==> config.mk <==
export PLATFORM = sky130hd
export DESIGN_NAME = multicycle_control_unit
export DESIGN_NICKNAME = d
export VERILOG_FILES = /design/src/rtl/rv_ctrl_pkg.sv /design/src/rtl/alu_decoder.sv /design/src/rtl/multicycle_control_unit.sv
export SDC_FILE = /design/constraint.sdc
export NUM_CORES = 1
export LEC_CHECK = 0
export ABC_AREA = 1
export CAP_MARGIN = 15
export CELL_PAD_IN_SITES_DETAIL_PLACEMENT = 0
export CELL_PAD_IN_SITES_GLOBAL_PLACEMENT = 2
export CORE_UTILIZATION = 15
export CTS_BUF_LIST = sky130_fd_sc_hd__clkbuf_4 sky130_fd_sc_hd__clkbuf_8
export CTS_CLUSTER_SIZE = 25
export DETAILED_ROUTE_END_ITERATION = 10
export PLACE_DENSITY = 0.87
export SETUP_SLACK_MARGIN = 0.3
export SLEW_MARGIN = 20
export SYNTH_ARGS = -nofsm -noshare
export SYNTH_HDL_FRONTEND = slang
export SYNTH_SLANG_ARGS = --single-unit
==> constraint.sdc <==
create_clock -name clk -period 1.4 [get_ports clk]
set_input_delay 0.28 -clock clk [delete_from_list [all_inputs] [get_ports clk]]
set_output_delay 0.28 -clock clk [all_outputs]
set_load 0.01 [all_outputs]
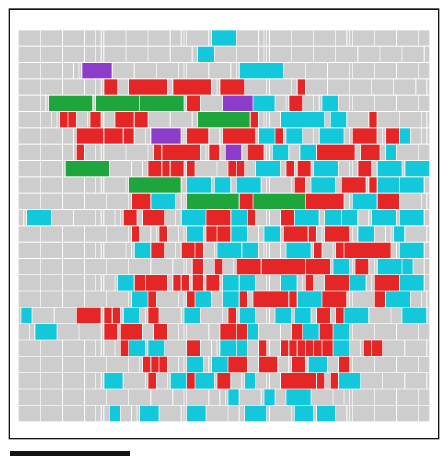
(cell classes on the final placement)
Scale bar: 20 microns. Fill, decap, tap and diode cells in grey.
class	colour	cells	share of their area
combinational and other logic	red	123	45%
sequential cells	green	8	9.3%
remaining buffers and delay cells	cyan	92	43%
clock drivers and dummy loads	purple	4	2.6%
fraction of area in registers: 9.00%
final core occ: 43.5%

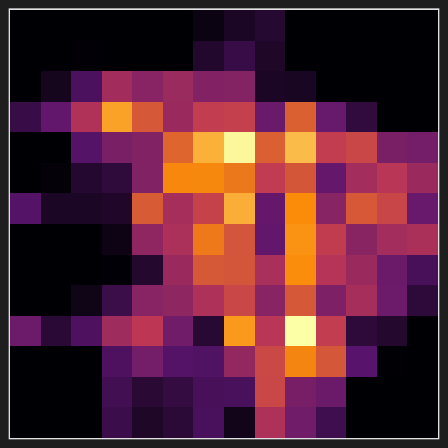
(routed metal per tile)
14 x 14 tiles, from black (low) to pale yellow (high), scaled to the fullest tile. Values are wire area over tile area, all layers added.
fullest tile	0.36
mean over tiles	0.093
tiles over half the peak	20%
densest ninth of the die	middle
GRT Overall Usage: 12.1%
routed len/inst: 11.1 microns
Post-Route WL: 3.09 mm
DR vias: 1,178

==> flow_summary.yaml <==
# synthesis and place-and-route metrics
sta:
  clock_skew_ns: 0.00683
  fin_crit_ns: 1.66
  fmax_ghz: 0.601
  tightest_slew_ns: 0.243
  finalCritPeriodShare_pct: 119
  hold_ws_ns: 0.443
  rsz0062_at_grt: "yes"
  setup_viol_count_final: 23
  layout_setup_ws_ns: -0.264
critical_path:
  critical_path_class: "register to output port"
  crit_arrival_ns: 1.38
  crit_buf_inv: 3
  crit_chain: "buf_6 > nor2_4 > nand2_2 > nor2_2 > inv_2 > o21ai_2 > buf_2"
clocking:
  clk_pin_slew_ns: 0.04
  numClockSinks: 8
  cts_buffer_depth: 2
synthesis:
  ys_ff: 8
  yosys-top-cells-area: "dfxtp_1 22%, nand2_1 17%, nor2_1 13%"
  ys_top_logic_family: "simple AND/OR/NAND/NOR gates"
  ys_cells: 131
  simple_gate_share_pct: 46.9
  avgSynthCellArea_sq_um: 5.50
  synth.most_common_cell: "nand2_1"
  synth-edff-count: 0
  mux_share_pct: 0
outcome:
  violations: "design-rule violations, negative setup slack"
  status: "finished with violations"
routing:
  antenna_left: 0
  drt-pass1-iter-count: 7
  vias_per_cell: 4.22
  route.detailed.drc: 3
final_layout:
  antenna_cells: 0
  dominant_cells: "buffers"
  mi_logic_area_sq_um: 757
  comb-cell-share_pct: 38.9
  seq_area_sq_um: 175
  clkbuf_count: 4
  final-nonclk-buf-share_pct: 41.6
  comb.multi_input.count: 101
  buffers: 92
  final_nets: 265
floorplanning:
  rows: 24
  io_pins: 55
  die_h_microns: 71.3
  nWellTaps: 52
placement:
  port_buffers: 33
  dp_slack_ns: -0.838
  post-place-cells: 257
run:
  max-cap-violations: 0
  warning_count: 50
power:
  pwr-share-clk_pct: 8.5
  seqPwrFrac_pct: 11.2
global_routing:
  grt_max_degree: 7
## stage by stage
stage	instance area (sq um)	utilization, %
after floorplan	870	-
after global placement	1570	35.2
after detailed placement	1570	35.2
after CTS	1850	41.3
after global routing	1950	43.5
final	1950	43.5
## per-layer routing
metal	part of all wire (%)	GRT usage, %	wire length [microns]	vias up
li1	-	-	-	625
met1	44	15.5	1350	529
met2	53	21.2	1620	24
met3	3.8	3.09	117	0
met4	0	0.889	0	0
met5	0	0	0	-
## power by group through the flow
stage                     registers, uW  logic (uW)  clock network, uW
final                               417        2980                316
after global routing                429        3190                349
after CTS                           415        2690                328
after detailed placement            450        1990                  0
after global placement              450        1980                  0
after floorplan                     467         919                  0
No activity file was given, so power comes from the tool's default toggle rates.
